<file path="src/rtl/kmeans_pkg.sv">
// rtl/kmeans_pkg.sv - shared constants, host FSM encoding and point word layout for the kMeans host
// Contents:
//   CLUSTER_SIZE / DATA_SIZE / FRAME_LEN : frame geometry (seeds, points, words per input burst)
//   IDX_W                                : width of a cluster index
//   ST_*                                 : host FSM state encoding
//   PT_* / point_t                       : point word fields, x in [15:8], y in [7:0]
package kmeans_pkg;

    localparam int CLUSTER_SIZE = 4;
    localparam int DATA_SIZE    = 4096;
    localparam int FRAME_LEN    = CLUSTER_SIZE + DATA_SIZE;
    localparam int IDX_W        = $clog2(CLUSTER_SIZE);

    localparam logic [2:0] ST_IDLE  = 3'd0;
    localparam logic [2:0] ST_FETCH = 3'd1;
    localparam logic [2:0] ST_SEND  = 3'd2;
    localparam logic [2:0] ST_WAIT  = 3'd3;
    localparam logic [2:0] ST_CAPT  = 3'd4;
    localparam logic [2:0] ST_DRAIN = 3'd5;

    localparam int PT_X_HI = 15;
    localparam int PT_X_LO = 8;
    localparam int PT_Y_HI = 7;
    localparam int PT_Y_LO = 0;

    typedef struct packed {
        logic [PT_X_HI-PT_X_LO:0] x;
        logic [PT_Y_HI-PT_Y_LO:0] y;
    } point_t;

endpackage

</file>
<file path="src/rtl/kmeans_frame_host_if.sv">
// rtl/kmeans_frame_host_if.sv - core stream and result drain signals of the kMeans frame host
// Signals:
//   k_in_valid/k_in_data   host -> core input burst
//   k_out_valid/k_out_data core -> host result burst
//   res_valid/res_ready/res_data/res_idx  captured centroids drained upstream
// Modports: master = host side, slave = core + upstream side.
interface kmeans_frame_host_if;
    import kmeans_pkg::*;

    logic             k_in_valid;
    logic [15:0]      k_in_data;
    logic             k_out_valid;
    logic [15:0]      k_out_data;
    logic             res_valid;
    logic             res_ready;
    logic [15:0]      res_data;
    logic [IDX_W-1:0] res_idx;

    modport master (
        output k_in_valid, k_in_data,
        input  k_out_valid, k_out_data,
        output res_valid, res_data, res_idx,
        input  res_ready
    );

    modport slave (
        input  k_in_valid, k_in_data,
        output k_out_valid, k_out_data,
        input  res_valid, res_data, res_idx,
        output res_ready
    );

endinterface

</file>
<file path="src/rtl/kmeans_res_buf.sv">
// rtl/kmeans_res_buf.sv - CLUSTER_SIZE x 16 result register file with write pointer and valid/ready drain
// Ports:
//   clk, rst_n             clock, synchronous active-low reset
//   clear_i                empties the buffer and rewinds both pointers
//   wr_en_i, wr_data_i     write one word at the write pointer, pointer auto-increments
//   wr_last_o              the next write fills the final slot
//   rd_active_i            drain enabled (drives rd_valid_o)
//   rd_ready_i             consumer accepts the current word
//   rd_valid_o, rd_data_o, rd_idx_o  current word and its slot index
//   rd_last_o              the final slot is handed over this cycle
module kmeans_res_buf
    import kmeans_pkg::*;
(
    input  logic             clk,
    input  logic             rst_n,
    input  logic             clear_i,
    input  logic             wr_en_i,
    input  logic [15:0]      wr_data_i,
    output logic             wr_last_o,
    input  logic             rd_active_i,
    input  logic             rd_ready_i,
    output logic             rd_valid_o,
    output logic [15:0]      rd_data_o,
    output logic [IDX_W-1:0] rd_idx_o,
    output logic             rd_last_o
);

    localparam logic [IDX_W-1:0] LAST_SLOT = IDX_W'(CLUSTER_SIZE - 1);

    logic [15:0]      slot_q [CLUSTER_SIZE];
    logic [IDX_W-1:0] wr_ptr_q;
    logic [IDX_W-1:0] rd_ptr_q;
    logic             rd_fire;

    assign rd_fire    = rd_active_i && rd_ready_i;
    assign wr_last_o  = (wr_ptr_q == LAST_SLOT);
    assign rd_valid_o = rd_active_i;
    assign rd_data_o  = slot_q[rd_ptr_q];
    assign rd_idx_o   = rd_ptr_q;
    assign rd_last_o  = rd_fire && (rd_ptr_q == LAST_SLOT);

    // Pointers wrap naturally (power-of-two depth), so a completed
    // capture/drain leaves both at slot 0 for the next frame.
    always_ff @(posedge clk) begin
        if (!rst_n || clear_i) begin
            for (int i = 0; i < CLUSTER_SIZE; i++) begin
                slot_q[i] <= '0;
            end
            wr_ptr_q <= '0;
            rd_ptr_q <= '0;
        end else begin
            if (wr_en_i) begin
                slot_q[wr_ptr_q] <= wr_data_i;
                wr_ptr_q         <= wr_ptr_q + 1'b1;
            end
            if (rd_fire) begin
                rd_ptr_q <= rd_ptr_q + 1'b1;
            end
        end
    end

endmodule

</file>
<file path="src/rtl/kmeans_frame_host.sv">
// rtl/kmeans_frame_host.sv - fetches a frame from sync RAM, streams it to the kMeans core, captures and drains results
// Ports:
//   clk, rst_n        clock, synchronous active-low reset
//   start_i           one-cycle request, honoured only in IDLE
//   busy_o            high outside IDLE
//   done_o            pulse during the last result handshake
//   err_o             sticky timeout / short-burst flag, cleared by an accepted start
//   rd_en_o, rd_addr_o, rd_data_i   frame RAM port (1-cycle read latency)
//   bus               master side of kmeans_frame_host_if (core stream + result drain)
module kmeans_frame_host
    import kmeans_pkg::*;
#(
    parameter int ADDR_W   = 13,
    parameter int MAX_WAIT = 33554431,
    parameter int WAIT_W   = 25
) (
    input  logic              clk,
    input  logic              rst_n,
    input  logic              start_i,
    output logic              busy_o,
    output logic              done_o,
    output logic              err_o,
    output logic              rd_en_o,
    output logic [ADDR_W-1:0] rd_addr_o,
    input  logic [15:0]       rd_data_i,
    kmeans_frame_host_if.master bus
);

    localparam logic [ADDR_W-1:0] LAST_ADDR = ADDR_W'(FRAME_LEN - 1);
    localparam logic [WAIT_W-1:0] WAIT_LAST = WAIT_W'(MAX_WAIT - 1);

    logic [2:0]        state_q, state_d;
    logic              rd_en_q, rd_en_d;
    logic [ADDR_W-1:0] rd_addr_q, rd_addr_d;
    logic              rd_en_dly_q, rd_en_dly_d;
    logic              k_in_valid_q, k_in_valid_d;
    logic [15:0]       k_in_data_q, k_in_data_d;
    logic [WAIT_W-1:0] wait_cnt_q, wait_cnt_d;
    logic              err_q, err_d;

    logic buf_clear, buf_wr, buf_wr_last, buf_rd_last;

    kmeans_res_buf u_res_buf (
        .clk        (clk),
        .rst_n      (rst_n),
        .clear_i    (buf_clear),
        .wr_en_i    (buf_wr),
        .wr_data_i  (bus.k_out_data),
        .wr_last_o  (buf_wr_last),
        .rd_active_i(state_q == ST_DRAIN),
        .rd_ready_i (bus.res_ready),
        .rd_valid_o (bus.res_valid),
        .rd_data_o  (bus.res_data),
        .rd_idx_o   (bus.res_idx),
        .rd_last_o  (buf_rd_last)
    );

    always_comb begin
        state_d     = state_q;
        rd_en_d     = rd_en_q;
        rd_addr_d   = rd_addr_q;
        wait_cnt_d  = wait_cnt_q;
        err_d       = err_q;
        buf_clear   = 1'b0;
        buf_wr      = 1'b0;
        // rd_en_dly lines up with the RAM latency; one more stage registers the word
        // toward the core, so the burst is exactly as long and gap-free as rd_en.
        rd_en_dly_d  = rd_en_q;
        k_in_valid_d = rd_en_dly_q;
        k_in_data_d  = rd_en_dly_q ? rd_data_i : 16'h0000;

        if (rd_en_q) begin
            if (rd_addr_q == LAST_ADDR) begin
                rd_en_d = 1'b0;
            end else begin
                rd_addr_d = rd_addr_q + 1'b1;
            end
        end

        case (state_q)
            ST_IDLE: begin
                if (start_i) begin
                    state_d   = ST_FETCH;
                    err_d     = 1'b0;
                    rd_en_d   = 1'b1;
                    rd_addr_d = '0;
                    buf_clear = 1'b1;
                end
            end
            ST_FETCH: state_d = ST_SEND;
            ST_SEND: begin
                // Last word is on the core port and nothing follows it.
                if (k_in_valid_q && !rd_en_dly_q) begin
                    state_d    = ST_WAIT;
                    wait_cnt_d = '0;
                end
            end
            ST_WAIT: begin
                if (bus.k_out_valid) begin
                    buf_wr  = 1'b1;
                    state_d = ST_CAPT;
                end else if (wait_cnt_q == WAIT_LAST) begin
                    err_d   = 1'b1;
                    state_d = ST_IDLE;
                end else begin
                    wait_cnt_d = wait_cnt_q + 1'b1;
                end
            end
            ST_CAPT: begin
                if (bus.k_out_valid) begin
                    buf_wr = 1'b1;
                    if (buf_wr_last) begin
                        state_d = ST_DRAIN;
                    end
                end else begin
                    err_d     = 1'b1;
                    buf_clear = 1'b1;
                    state_d   = ST_IDLE;
                end
            end
            ST_DRAIN: begin
                if (buf_rd_last) begin
                    state_d = ST_IDLE;
                end
            end
            default: state_d = ST_IDLE;
        endcase
    end

    always_ff @(posedge clk) begin
        if (!rst_n) begin
            state_q      <= ST_IDLE;
            rd_en_q      <= 1'b0;
            rd_addr_q    <= '0;
            rd_en_dly_q  <= 1'b0;
            k_in_valid_q <= 1'b0;
            k_in_data_q  <= '0;
            wait_cnt_q   <= '0;
            err_q        <= 1'b0;
        end else begin
            state_q      <= state_d;
            rd_en_q      <= rd_en_d;
            rd_addr_q    <= rd_addr_d;
            rd_en_dly_q  <= rd_en_dly_d;
            k_in_valid_q <= k_in_valid_d;
            k_in_data_q  <= k_in_data_d;
            wait_cnt_q   <= wait_cnt_d;
            err_q        <= err_d;
        end
    end

    assign busy_o         = (state_q != ST_IDLE);
    assign done_o         = buf_rd_last;
    assign err_o          = err_q;
    assign rd_en_o        = rd_en_q;
    assign rd_addr_o      = rd_addr_q;
    assign bus.k_in_valid = k_in_valid_q;
    assign bus.k_in_data  = k_in_data_q;

endmodule

</file>
<file path="src/flat_wrapper.sv">
// flat-port wrapper written by rule: the top's interface ports become plain ports
module kmeans_frame_host_flat import kmeans_pkg::*;
#(
    parameter int ADDR_W   = 13,
    parameter int MAX_WAIT = 33554431,
    parameter int WAIT_W   = 25
)
  (clk, rst_n, start_i, busy_o, done_o, err_o, rd_en_o, rd_addr_o, rd_data_i, bus_k_in_valid, bus_k_in_data, bus_k_out_valid, bus_k_out_data, bus_res_valid, bus_res_data, bus_res_idx, bus_res_ready);
  kmeans_frame_host_if bus_i ();
  input  logic clk;
  input  logic rst_n;
  input  logic start_i;
  output logic busy_o;
  output logic done_o;
  output logic err_o;
  output logic rd_en_o;
  output logic [ADDR_W-1:0] rd_addr_o;
  input  logic [15:0] rd_data_i;
  output wire logic [$bits(bus_i.k_in_valid)-1:0] bus_k_in_valid;
  output wire logic [$bits(bus_i.k_in_data)-1:0] bus_k_in_data;
  input wire logic [$bits(bus_i.k_out_valid)-1:0] bus_k_out_valid;
  input wire logic [$bits(bus_i.k_out_data)-1:0] bus_k_out_data;
  output wire logic [$bits(bus_i.res_valid)-1:0] bus_res_valid;
  output wire logic [$bits(bus_i.res_data)-1:0] bus_res_data;
  output wire logic [$bits(bus_i.res_idx)-1:0] bus_res_idx;
  input wire logic [$bits(bus_i.res_ready)-1:0] bus_res_ready;
  assign bus_k_in_valid = bus_i.k_in_valid;
  assign bus_k_in_data = bus_i.k_in_data;
  assign bus_i.k_out_valid = bus_k_out_valid;
  assign bus_i.k_out_data = bus_k_out_data;
  assign bus_res_valid = bus_i.res_valid;
  assign bus_res_data = bus_i.res_data;
  assign bus_res_idx = bus_i.res_idx;
  assign bus_i.res_ready = bus_res_ready;
  kmeans_frame_host #(.ADDR_W(ADDR_W), .MAX_WAIT(MAX_WAIT), .WAIT_W(WAIT_W)) u_core (.clk(clk), .rst_n(rst_n), .start_i(start_i), .busy_o(busy_o), .done_o(done_o), .err_o(err_o), .rd_en_o(rd_en_o), .rd_addr_o(rd_addr_o), .rd_data_i(rd_data_i), .bus(bus_i));
endmodule
</file>
<file path="config.mk">
export PLATFORM = sky130hd
export DESIGN_NAME = kmeans_frame_host_flat
export DESIGN_NICKNAME = d
export VERILOG_FILES = /design/src/rtl/kmeans_pkg.sv /design/src/rtl/kmeans_frame_host_if.sv /design/src/rtl/kmeans_res_buf.sv /design/src/rtl/kmeans_frame_host.sv /design/src/flat_wrapper.sv
export SDC_FILE = /design/constraint.sdc
export NUM_CORES = 1
export LEC_CHECK = 0
export ABC_AREA = 1
export CAP_MARGIN = 20
export CORE_UTILIZATION = 50
export CTS_CLUSTER_DIAMETER = 50
export DETAILED_ROUTE_END_ITERATION = 8
export GPL_TIMING_DRIVEN = 0
export HOLD_SLACK_MARGIN = 0.1
export PLACE_DENSITY = 0.81
export SYNTH_ARGS = -nofsm -noshare
export SYNTH_HDL_FRONTEND = slang
export SYNTH_SLANG_ARGS = --single-unit
</file>
<file path="constraint.sdc">
create_clock -name clk -period 2.6 [get_ports clk]
set_input_delay 0.39 -clock clk [delete_from_list [all_inputs] [get_ports clk]]
set_output_delay 0.39 -clock clk [all_outputs]
set_load 0.05 [all_outputs]
</file>
### Pin map

Pins as bars across the die edge, other pins in grey.
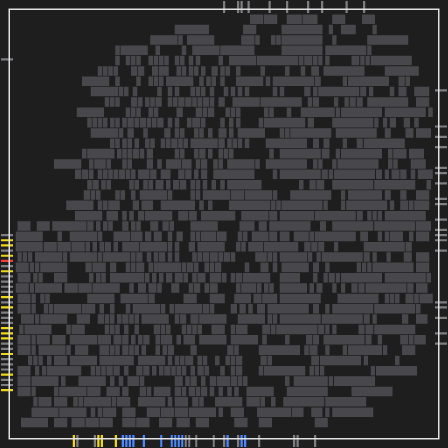
- yellow: bus_k_in_data (pins 16; direction output; edge 12 left, 4 bottom)
- blue: rd_addr_o (pins 13; direction output; edge bottom)
- red: bus_k_in_valid (pins 1; direction output; edge left)
- all pins by edge: 32 left, 29 bottom, 19 right, 10 top

### Clock wires, drivers and flops

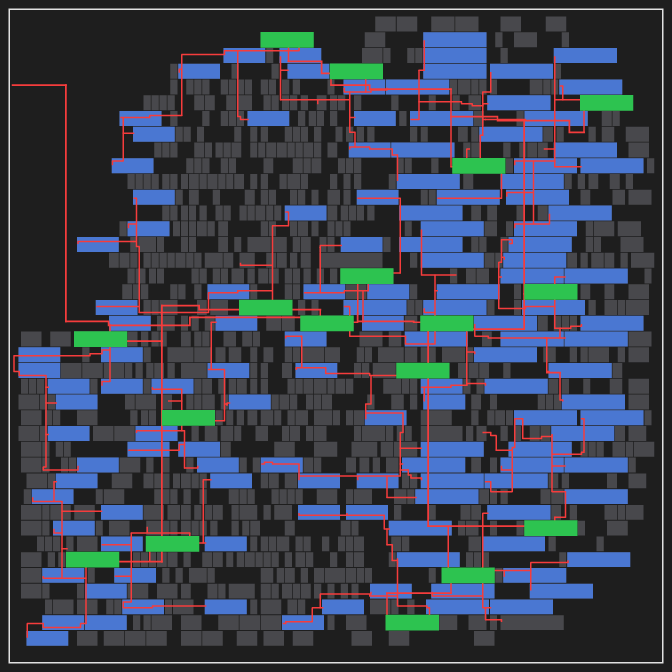
- blue: flip-flops (count 131)
- red: clock wires (length 1620 µm)
- green: clock-net drivers (count 17)
- flops lie: widely spread
- routed clock nets: 18

### Clock nets

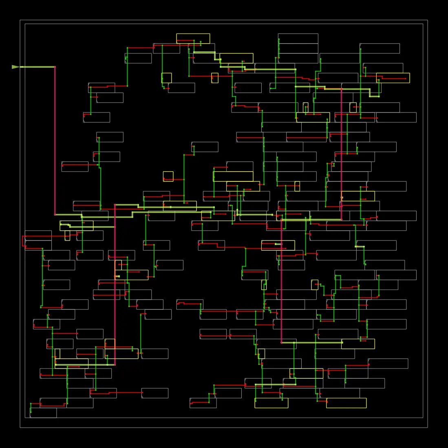
Clock Sink Count: 131
layout sequential cell count: 131

==> GITHUB_STEP_SUMMARY <==
## PnR job results

| Metric | Value |
|---|---|
| Fmax | `~400 MHz` |
| Setup Skew | `0.0118 ns` |
| Chip Area, Yosys | `around 6100 µm²` |
| Synth cell types | `28` |
| GRT Max-Usage Layer | `met2` |
| Routed met1 length | `roughly 5.6 mm` |
| Post-CTS Setup Bufs | `0` |
| Top Layout Cells | `nor2_1 (208), nand2_1 (124), inv_1 (111)` |
| Critical path buffers and inverters | `3` |
| CP Capture Type | `output port` |
| WS Path Type | `reg2out` |
| Pre-CTS WS | `-0.222 ns` |
| Row Count | `40` |
| Clk buf depth | `2` |
| Floorplan Utilization | `0.511` |
| Final min period | `2.48 ns` |
| Antenna violations before repair | `0` |
| CTS tree | `yes` |
| Vias after detailed routing | `roughly 5200` |
| Share of cells above drive strength 1 | `0.0847` |
| Fin area | `7770 µm²` |
| Logic area | `2310 µm²` |
| Area grow syn2layout | `27.1%` |
| Worst-path clk slew | `0.06 ns` |
| WL met2 | `6.72 mm` |
| Met3 global-route usage | `0.0740` |
| Setup ws final | `0.125 ns` |
| Vias in the first global route | `4955` |
| H-tree level count | `4` |
| Post-synthesis instance total | `776` |
| Warnings, synthesis | `0` |
| Total track usage | `0.232` |
| Placed cell area | `7200 µm²` |
| Cts bufs inserted | `17` |
| Floorplan Nets | `818` |
| Wire per inst | `about 13 µm` |
| M1 GR Usage | `0.264` |
| Max reg flops | `64` |
| Final hold violation count | `0` |
| Die area | `between 10000 and 15000 µm²` |
| Final Max Tran Viols | `0` |
| Post-CTS sizing | `38` |
| Max cap viols | `0` |
| Hold slack | `0.277 ns` |
| Max layer used | `met4` |
| Die Y | `between 100 and 150 µm` |
| RePlAce Congestion | `between 0.8 and 0.9` |
| Most common cell after layout, fill and taps aside | `nor2_1` |
| Metal3 WL | `939 µm` |
| Slew HR | `0.470` |
| Clk root buf | `clkbuf_16` |
| Worst path max stage delay | `0.54 ns` |
| Total Power | `0.00650 W` |
| PD cells | `837 nW/µm²` |
| # Cells Yosys | `just under 800` |
| Die Wd | `113 µm` |
| CTS hold repair buffers | `0` |
| Period utilisation layout | `0.952` |
| Crit path DAT | `2.09 ns` |
| Post-synth regs | `between 100 and 150` |
| Finish-stage setup viols | `0` |
| # fillers | `about 1000` |
| Delay-heaviest family, CP | `buffers and inverters` |
| Post-Route WL | `13.5 mm` |
| Met2 global-route usage | `0.407` |
| Slew at the pin closest to its max-slew limit | `0.792 ns` |
| DP Cell Count | `1012` |
| VDD IR max | `0.000499 V` |
| Cell Area, Synth | `6110 µm²` |
| CP startpoint kind | `flop` |
| Largest net degree at the start of global routing | `17` |
| Hold WC Path Type | `in2reg` |
| Non-filler instance count after layout | `between 1000 and 1500` |
| Status | `completed` |
| Drt first pass iters | `5` |
| Input/output buffers | `~90` |
| Sum Neg Setup Slack | `0 ns` |
| CP Cell Sequence | `inv_1 -> clkbuf_1 -> o21ai_0 -> o22ai_1 -> dlygate4sd2_1` |
| Core footprint | `12000 µm²` |
## area by class of cell
| type | instances | share of cell area |
|---|---|---|
| flip-flops and latches | 131 | 0.420 |
| multi-input cells | 509 | 0.298 |
| repair buffers | 89 | 0.116 |
| clock buffers | 20 | 0.0562 |
| inverters | 114 | 0.0554 |
| well taps | 147 | 0.0237 |
| plain buffers | 22 | 0.0161 |
| clock inverters | 12 | 0.0148 |
## logic make-up after synthesis
kind of cell	Yosys count	share of synthesized area
xor gates and xnor gates	10	0.0143
adders and majority gates	5	0.0102
and+or+nand+nor	408	0.276
muxes	1	0.00184
AOI/OAI and AO/OA	85	0.0741
DFF	131	0.534
buffers and inverters	136	0.0896
## worst paths after layout
path,start,end,slack [ns],depth (start not counted)
max reg2reg,u_core.state_q[0],u_core.u_res_buf.slot_q[2][1],0.28,9
max,flop,bus_res_data[4],0.12,5
min reg2reg,u_core.err_o,u_core.err_o,0.47,2
min,rst_n,u_core.state_q[1],0.28,3
## cell usage after synthesis
cell,instances,area [µm²]
nand4_1,10,62.6
xnor2_1,3,26.3
clkbuf_1,12,45.0
nor3_1,8,40.0
nand2_1,127,477
o21ai_0,48,240
buf_6,2,22.5
a21oi_1,17,85.1
xor2_1,7,61.3
nand3_1,41,205
buf_2,4,20.0
buf_4,4,30.0
ha_1,5,62.6
nor2_1,209,785
nand2_4,3,33.8
inv_4,1,6.26
inv_2,2,7.51
a21oi_2,1,8.76
nand2_2,5,31.3
nor2_4,2,22.5
nor2_2,2,12.5
edfxtp_1,64,1920
inv_1,111,417
a31oi_1,2,12.5
mux2_2,1,11.3
o22ai_1,17,106
dfxtp_1,67,1340
nor2_8,1,20.0
## power breakdown
part           switching (W)  internal (W)
combinational        0.00112      0.000449
sequential          0.000118       0.00257
clock               0.000855       0.00139
Power figures rest on the tool's default switching activity, not on a simulated workload.
